**Run 1: cell classes on the final placement**

Scale bar: 20 um. Fill, decap, tap and diode cells in gray.
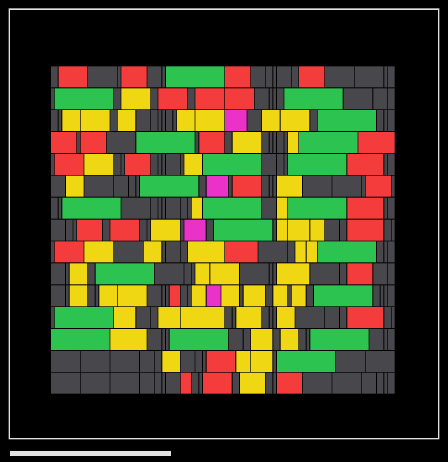
**Run 1: wiring by layer**

Scale bar: 20 um.
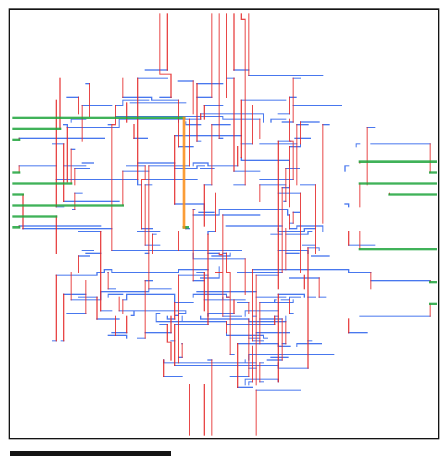
**Run 1: cell placement**

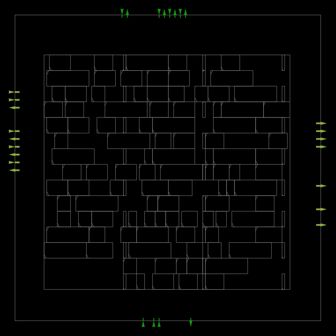
<file path="src/rtl/hs_valid_initiator.sv">
// hs_valid_initiator
// Source end of a valid/ready link. A word taken from the local producer is
// driven on valid/data and held until the responder answers with ready. If
// ready is missing for the whole response window, the word is re-sent after a
// one-cycle gap. Once the re-send budget is used up, the word is dropped with
// an abort pulse. All outputs come straight from registers.

module hs_valid_initiator #(
  parameter  int DATA_W    = 8,
  parameter  int MAX_WAIT  = 5,
  parameter  int MAX_RETRY = 2,
  localparam int RCW       = (MAX_RETRY > 0) ? $clog2(MAX_RETRY + 1) : 1
) (
  input  logic              clk,
  input  logic              rst,
  input  logic              req_valid,
  input  logic [DATA_W-1:0] req_data,
  output logic              req_ready,
  output logic              valid,
  output logic [DATA_W-1:0] data,
  input  logic              ready,
  output logic              done,
  output logic              timeout,
  output logic              abort,
  output logic [RCW-1:0]    retry_cnt,
  output logic              busy
);

  // The wait counter must hold 0..MAX_WAIT-1; the +1 keeps it at least one
  // bit wide when MAX_WAIT is 1.
  localparam int WCW = $clog2(MAX_WAIT + 1);

  localparam logic [WCW-1:0] LAST_WAIT = WCW'(MAX_WAIT - 1);
  localparam logic [RCW-1:0] RETRY_LIM = RCW'(MAX_RETRY);

  // The unused encoding 2'd3 is caught by the default branch and steered back
  // to IDLE.
  typedef enum logic [1:0] {
    ST_IDLE = 2'd0,
    ST_SEND = 2'd1,
    ST_GAP  = 2'd2
  } state_t;

  state_t            state_r;
  state_t            state_s;
  logic [DATA_W-1:0] data_r;
  logic [DATA_W-1:0] data_s;
  logic [WCW-1:0]    wait_cnt_r;
  logic [WCW-1:0]    wait_cnt_s;
  logic [RCW-1:0]    retry_cnt_r;
  logic [RCW-1:0]    retry_cnt_s;
  logic              done_r;
  logic              done_s;
  logic              timeout_r;
  logic              timeout_s;
  logic              abort_r;
  logic              abort_s;
  logic              valid_r;
  logic              req_ready_r;
  logic              busy_r;

  // Next-state and next-pulse decode for the accept / send / gap sequence.
  always_comb begin
    state_s     = state_r;
    data_s      = data_r;
    wait_cnt_s  = wait_cnt_r;
    retry_cnt_s = retry_cnt_r;
    done_s      = 1'b0;
    timeout_s   = 1'b0;
    abort_s     = 1'b0;
    case (state_r)
      ST_IDLE: begin
        if (req_valid) begin
          data_s      = req_data;
          wait_cnt_s  = {WCW{1'b0}};
          retry_cnt_s = {RCW{1'b0}};
          state_s     = ST_SEND;
        end else begin
          state_s     = ST_IDLE;
        end
      end
      ST_SEND: begin
        if (ready) begin
          // Handshake at this edge. The next cycle is IDLE, so two words are
          // never sent back to back.
          done_s     = 1'b1;
          wait_cnt_s = {WCW{1'b0}};
          state_s    = ST_IDLE;
        end else if (wait_cnt_r < LAST_WAIT) begin
          wait_cnt_s = wait_cnt_r + {{(WCW-1){1'b0}}, 1'b1};
        end else begin
          // The last window cycle passed without ready.
          timeout_s  = 1'b1;
          wait_cnt_s = {WCW{1'b0}};
          if (retry_cnt_r < RETRY_LIM) begin
            retry_cnt_s = retry_cnt_r + {{(RCW-1){1'b0}}, 1'b1};
            state_s     = ST_GAP;
          end else begin
            // retry_cnt keeps its final value until the next word is taken.
            abort_s     = 1'b1;
            state_s     = ST_IDLE;
          end
        end
      end
      ST_GAP: begin
        // One cycle with valid low. ready is ignored here; data is kept for
        // the re-send.
        wait_cnt_s = {WCW{1'b0}};
        state_s    = ST_SEND;
      end
      default: begin
        wait_cnt_s  = {WCW{1'b0}};
        retry_cnt_s = {RCW{1'b0}};
        state_s     = ST_IDLE;
      end
    endcase
  end

  // State and registered outputs. Reset takes priority over every other
  // event and discards any word in flight.
  always_ff @(posedge clk) begin
    if (!rst) begin
      state_r     <= ST_IDLE;
      data_r      <= {DATA_W{1'b0}};
      wait_cnt_r  <= {WCW{1'b0}};
      retry_cnt_r <= {RCW{1'b0}};
      done_r      <= 1'b0;
      timeout_r   <= 1'b0;
      abort_r     <= 1'b0;
      valid_r     <= 1'b0;
      req_ready_r <= 1'b1;
      busy_r      <= 1'b0;
    end else begin
      state_r     <= state_s;
      data_r      <= data_s;
      wait_cnt_r  <= wait_cnt_s;
      retry_cnt_r <= retry_cnt_s;
      done_r      <= done_s;
      timeout_r   <= timeout_s;
      abort_r     <= abort_s;
      valid_r     <= (state_s == ST_SEND);
      req_ready_r <= (state_s == ST_IDLE);
      busy_r      <= (state_s != ST_IDLE);
    end
  end

  assign req_ready = req_ready_r;
  assign valid     = valid_r;
  assign data      = data_r;
  assign done      = done_r;
  assign timeout   = timeout_r;
  assign abort     = abort_r;
  assign retry_cnt = retry_cnt_r;
  assign busy      = busy_r;

endmodule

</file>
<file path="config.mk">
export PLATFORM = sky130hd
export DESIGN_NAME = hs_valid_initiator
export DESIGN_NICKNAME = d
export VERILOG_FILES = /design/src/rtl/hs_valid_initiator.sv
export SDC_FILE = /design/constraint.sdc
export NUM_CORES = 1
export LEC_CHECK = 0
export CAP_MARGIN = 20
export CORE_MARGIN = 5
export CORE_UTILIZATION = 43
export CTS_CLUSTER_DIAMETER = 200
export CTS_CLUSTER_SIZE = 16
export DETAILED_ROUTE_END_ITERATION = 10
export GPL_TIMING_DRIVEN = 0
export PLACE_DENSITY = 0.77
export SYNTH_ARGS = -nofsm -noshare
export SYNTH_HDL_FRONTEND = slang
export SYNTH_SLANG_ARGS = --single-unit
export TNS_END_PERCENT = 30
</file>
<file path="constraint.sdc">
create_clock -name clk -period 1.6 [get_ports clk]
set_clock_uncertainty 0.05 [all_clocks]
set_input_delay 0.32 -clock clk [delete_from_list [all_inputs] [get_ports clk]]
set_output_delay 0.32 -clock clk [all_outputs]
set_load 0.02 [all_outputs]
</file>
==> run summary, run 1 <==
Flow results are below.

- The report lists the power per cell area as approximately 850 mW/mm^2.
- The detailed-router iteration count before antenna repair is 2, for reference.
- The required time at the worst endpoint is listed as 1.23 ns.
- The pin count of the biggest net entering global routing is 13, for reference.
- The cell with the largest stage delay on the worst path is dfxtp_1, for reference.
- Once the clock tree was built, the resizer swapped 11 gates to a different size.
- The placed instance area is ~0.0011 mm^2, for reference.
- The initial antenna violation count is 0.
- The proportion of synthesized area in mux cells is 0.112, for reference.
- The layer flagged by global routing as most heavily used is met2.
- The DRC marker count from the first detailed-route iteration is 8, for reference.
- Summed over all layers, the routed wires come to 1.51 mm.
- The area taken by sequential standard cells is reported as between 400 and 500 um^2.
- Between the synthesized netlist and the finished layout, the area growth was recorded as 39.6%.
- The yosys synthesis warning count is 0, for reference.
- The maximum root-to-sink buffer count is 2, for reference.
- The placement summary gives the final routability congestion estimate as around 0.72.
- met1 track demand over resource after global routing is 0.134.
- Setup repair after global routing left no endpoint under its margin.
- The root cell of the clock tree is clkbuf_4, for reference.
- The combined area of all synthesized cells is roughly 800 um^2, for reference.
- For reference, the top cells by count after synthesis are 21 x dfxtp_1, 12 x nor2b_1, 9 x mux2i_1.
- The clock period minus final worst setup slack is 1.46 ns, for reference.
- The detailed placer's ending HPWL is 1.11 mm, for reference.
- Per STA, the startpoint of the critical path is retry_cnt[1].
- The final-layout fill cell count is approximately 170, for reference.
- In the finished design, the share of the clock period the worst path needs comes to 0.911.
- The most used flip-flop cell after synthesis is dfxtp_1.
- The tally of nets with antenna violations remaining after routing is 0, for reference.
- Per STA, the worst path is made up of dlygate4sd2_1.
- The area reported by Yosys stat is roughly 800 um^2, for reference.
- The net count after synthesis is approximately 86, for reference.
- The run finished with clean final reports.
- Per the timing report, the biggest fanout along the worst path comes to 6.
- The slew at the pin with the worst max-slew slack is ~0.38 ns, for reference.
- The repair_antennas step left the layout with diodes totalling 0.
- The worst hold slack after final layout is 0.353 ns, for reference.
- In the final report, the number of hold violations comes to 0.
- Yosys shows that the main logic family after synthesis is simple AND/OR/NAND/NOR gates.
- The timing endpoint of the critical path is retry_cnt[1], for reference.
- The number of clock buffers inserted by TritonCTS is 3, for reference.
- The clock-pin slew reported for the worst setup and hold paths after clock tree synthesis is ~0.12 ns, for reference.
- Data on the critical path arrives at its endpoint at between 1 and 1.5 ns.
- The number of clock sinks is 21, for reference.
- The share of synthesized cell area in full adder, half adder and majority cells is 0.0156, for reference.
- Of the total synthesized cell area, the portion taken by AND-OR and OR-AND cells is 0.0874.
- The vias after detailed routing is between 600 and 700, for reference.
- The layout net count is 117, for reference.
- The xor/xnor share of the synthesized area is 0, for reference.
- After technology mapping, the gate count stands at between 70 and 80.
- Of the total synthesized cell area, the portion taken by AND, OR, NAND and NOR gates is 0.218.
- The count of port buffers added during placement is 26, for reference.
- The number of buffers and inverters on the critical path is 1, for reference.
About 'cell classes on the final placement':
Green marks flip-flops, cells 21. Yellow marks all other logic, cells 49. Magenta marks clock drivers and dummy loads, cells 4. Red marks other buffers and delay cells, cells 29.

About 'wiring by layer':
Red marks met2, wire length 699 um. Green marks met3, wire length 92.5 um. Blue marks met1, wire length 707 um. Orange marks met4, wire length 13.6 um.

About 'cell placement':
floorplan core area: 0.00175 mm^2
final core utilization: 0.642
final cell count without fillers: 128
well-tap cell count: 25
register share of the cell area: 0.375

[run 1: layout make-up]
class                      count  share of cell area
clock buffer                   3              0.0201
inverter                       4              0.0134
buffer                         3              0.0168
multi-input combinational     45               0.311
tap                           25              0.0279
timing repair buffer          26               0.231
sequential                    21               0.375
clock inverter                 1             0.00447
[run 1: per-layer routing]
metal | up-vias | part of all wire | wire, um
met5 | - | 0 | 0
li1 | 311 | - | -
met4 | 0 | 0.0086 | 13
met3 | 2 | 0.061 | 92
met2 | 16 | 0.46 | 698
met1 | 272 | 0.47 | 707
[run 1: sequential cells by signal, indices dropped and copies added, names as in the netlist, 2 cells and up]
signal      cells
wait_cnt_r      3
retry_cnt       2
data            8
state_r         2
[run 1: power breakdown]
group	switching [mW]	internal (mW)
sequential	0.0109	0.545
clock	0.161	0.0930
combinational	0.0672	0.0756
==> inputs of run 2 (changes only) <==
--- a/config.mk
+++ b/config.mk
@@ -6,13 +6,14 @@
 export NUM_CORES = 1
 export LEC_CHECK = 0
 export CAP_MARGIN = 20
-export CORE_MARGIN = 5
+export CORE_MARGIN = 8
 export CORE_UTILIZATION = 43
 export CTS_CLUSTER_DIAMETER = 200
 export CTS_CLUSTER_SIZE = 16
 export DETAILED_ROUTE_END_ITERATION = 10
 export GPL_TIMING_DRIVEN = 0
-export PLACE_DENSITY = 0.77
+export PLACE_DENSITY = 0.79
+export SETUP_SLACK_MARGIN = 0.15
 export SYNTH_ARGS = -nofsm -noshare
 export SYNTH_HDL_FRONTEND = slang
 export SYNTH_SLANG_ARGS = --single-unit
**Run 2: cell placement**

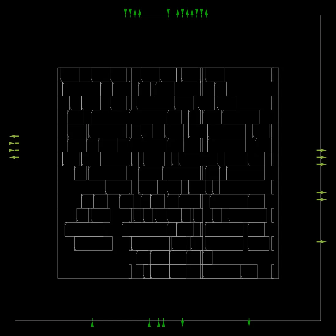
register share of the cell area: 0.378
number of placement rows: 15
flip-flop and latch count: 21
Layout fillers: 164

==> run summary, run 2 <==
Flow results are below.

- The global routing report lists combined usage of all routing layers as 0.0993.
- Summed over all nets, wire length on met3 after detailed routing comes to approximately 64 um.
- The sequential fraction of design power is 0.589, for reference.
- According to the dpl log, the detail-placed design has an HPWL of roughly 1.2 mm.
- The sum of routed wire length over all layers is approximately 1.6 mm, for reference.
- The worst setup path is captured at a primary output.
- The layer flagged by global routing as most heavily used is met2.
- The switching power of the nets is about 0.23 mW, for reference.
- The antenna diode count is 0, for reference.
- The detailed-router iteration count before antenna repair is 4, for reference.
- Max-cap violations in this run came to 0.
- The die outline width is just under 60 um, for reference.
- The clock-pin slew reported for the worst setup and hold paths after clock tree synthesis is around 0.11 ns, for reference.
- The final cell count without fillers is roughly 130, for reference.
- The routed wirelength on the met1 layer is recorded as ~770 um.
- The cell taking the most area after synthesis is dfxtp_1, for reference.
- Per the final timing report, the hold violations number 0.
- Setup repair after global routing could not meet its margin everywhere.
- Of all flip-flops after synthesis, the portion carrying an async set or reset was 0.
- Setup slack closes at 0.185 ns.
- Internal power comes to 0.712 mW.
- The finished layout reports a core utilization of 0.637.
- Once detail routing completed, the nets flagged for antenna violations numbered 0.
- The post-placement cell area is between 0.001 and 0.0015 mm^2.
- The sequential group power is approximately 0.56 mW, for reference.
- The number of clock sinks came to 21.
- The initial standard-cell utilization of the core is 0.459, for reference.
- The worst-path maximum fanout is 5, for reference.
- The script computed the net switching share of total power as 0.246.
- The placeable core region is around 0.0017 mm^2, for reference.
- The global placer's final weighted congestion is around 0.73, for reference.
- The start point of the critical path is retry_cnt[0], for reference.
- The routed design could run at a clock period as short as 1.42 ns.
- The post-CTS resize count is 18, for reference.
- The register with the most flip-flops in the layout has 8 of them.
- The slew at the pin with the worst max-slew slack is ~0.35 ns, for reference.
- Counting the buffers created by CTS gives 3.
- In this build the clock could be raised as far as 0.706 GHz.
- The share of total power dissipated in the clock network is 0.260.
- The net count after synthesis is between 80 and 90.
- The run finished with clean final reports.
- Counting cells, the worst reg-to-reg path comes to 3.
- In this run the tool buffered the top-level ports with 26 buffer cells.
- The cell-mix breakdown from Yosys lists the XOR/XNOR area share as 0.
- The flow measured a signed area growth from synthesis to layout of 38.7%.
- In the final design database the tool counted between 100 and 150 nets.
- In this run, the synthesized area fraction spent on and/or/nand/nor cells is recorded as 0.218.
- In this run the cell area of the synthesized design comes to between 800 and 900 um^2.
- In the global route stage, met1 resource usage came out at 0.130.
- The data arrival time of the critical path is 1.05 ns, for reference.
- The power attributed to combinational cells is roughly 0.14 mW, for reference.
- The synthesized instance count is approximately 73, for reference.
- For this design, the CTS-stage hold fixing added 0 buffers.
- The yosys synthesis warning count is 0, for reference.
- The area taken by flip-flops and latches is 420 um^2, for reference.
- After synthesis, the most frequently instantiated cells are 21 x dfxtp_1, 12 x nor2b_1, 9 x mux2i_1.
- After detailed routing, the met2 layer carries roughly 740 um of wire.
- The compound-gate portion of the synthesized area is 0.0874, for reference.
- The multi-input gate area in the final layout is 357 um^2, for reference.
- Per report_power, the top consumer among the power groups is sequential cells.
- The initial antenna violation count is 0.
- The top logic cell family in the synthesized netlist is simple AND/OR/NAND/NOR gates, for reference.
- The worst hold slack after final layout is approximately 0.35 ns, for reference.
- Once layout is done, the placed cells without fillers occupy ~0.0011 mm^2.
- The flip-flop and latch count after synthesis is 21, for reference.
- The share of cells above drive strength 1 is 0.0971, for reference.
- The violation tally recorded at the end of detailed-routing iteration 0 is 6.
- After detailed routing, no signal wire sits above met4.
- The clock network consumes a total of 0.246 mW.
- The maximum root-to-sink buffer count is 2, for reference.
- Entering global routing, the biggest net connects 13 pins.
- The part of the total power dissipated in combinational logic is 0.151, for reference.
- The cell sequence reported for the critical path is dlygate4sd2_1.
- The report lists the power per cell area as 850 mW/mm^2.
- The number of warnings in the stage logs is 27, for reference.
- The proportion of synthesized area in mux cells is 0.112, for reference.
- The fraction of synthesized cell area taken by the top area cell type is 0.524, for reference.
- The number of buffers and inverters on the critical path is 1.
- The cell with the largest stage delay on the worst path is dfxtp_1, for reference.
- According to the floorplan report, the total die area is between 0.003 and 0.004 mm^2.
- The root cell of the clock tree is clkbuf_4, for reference.
- Yosys stat counts ~73 cells in the synthesized netlist.
- The area reported by Yosys stat is about 800 um^2, for reference.
- For this block, the via count after detailed routing is 598.
- Summed over all cells, the static leakage comes to between 0.4 and 0.5 nW.
- The critical path endpoint has a required time of approximately 1.2 ns.
- The final cycle utilization of the critical path is 0.885, for reference.
- Per the synthesis report, the adder-cell share of the synthesized area is 0.0156.
- The most used flip-flop cell is dfxtp_1, for reference.
**Run 2: register map, names as in the netlist**

Scale bar: 20 um. Other sequential cells in the stronger gray, the rest of the logic in the fainter gray.
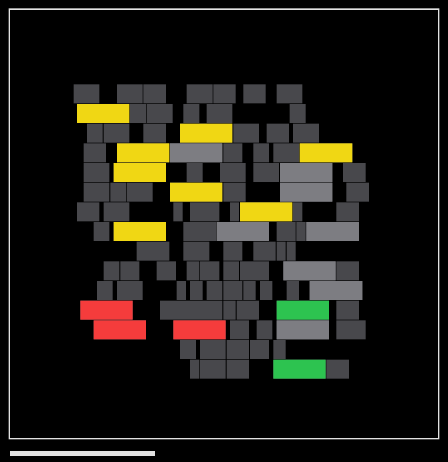
Red marks `wait_cnt_r`, flops 3. Green marks `retry_cnt`, flops 2. Yellow marks `data`, flops 8.

==> run 2: netlist changes by cell type in the layout (fill, tap and decap cells not counted) <==
cell	before	now
dlygate4sd2_1	11	15
nor4b_4	0	1
dlymetal6s2s_1	5	0
nor4b_2	1	0
clkdlybuf4s15_2	0	1
==> run 2: worst max-delay path by stage <==
stage	endpoint	slack [ns]	cells after the start
2_1_floorplan	req_ready	0.46	3
3_3_place_gp	req_ready	-0.13	4
3_5_place_dp	req_ready	-0.14	4
4_1_cts	retry_cnt[0]	0.17	1
5_1_grt	retry_cnt[0]	0.13	1
6_report	retry_cnt[0]	0.18	1
==> run 2: area by class of cell <==
type,count,area share
sequential,21,0.378
tap,25,0.0281
timing repair buffer,26,0.218
inverter,4,0.0135
buffer,3,0.0169
clock inverter,1,0.00450
multi-input combinational,45,0.321
clock buffer,3,0.0202
Power and IR drop assume default switching activity.
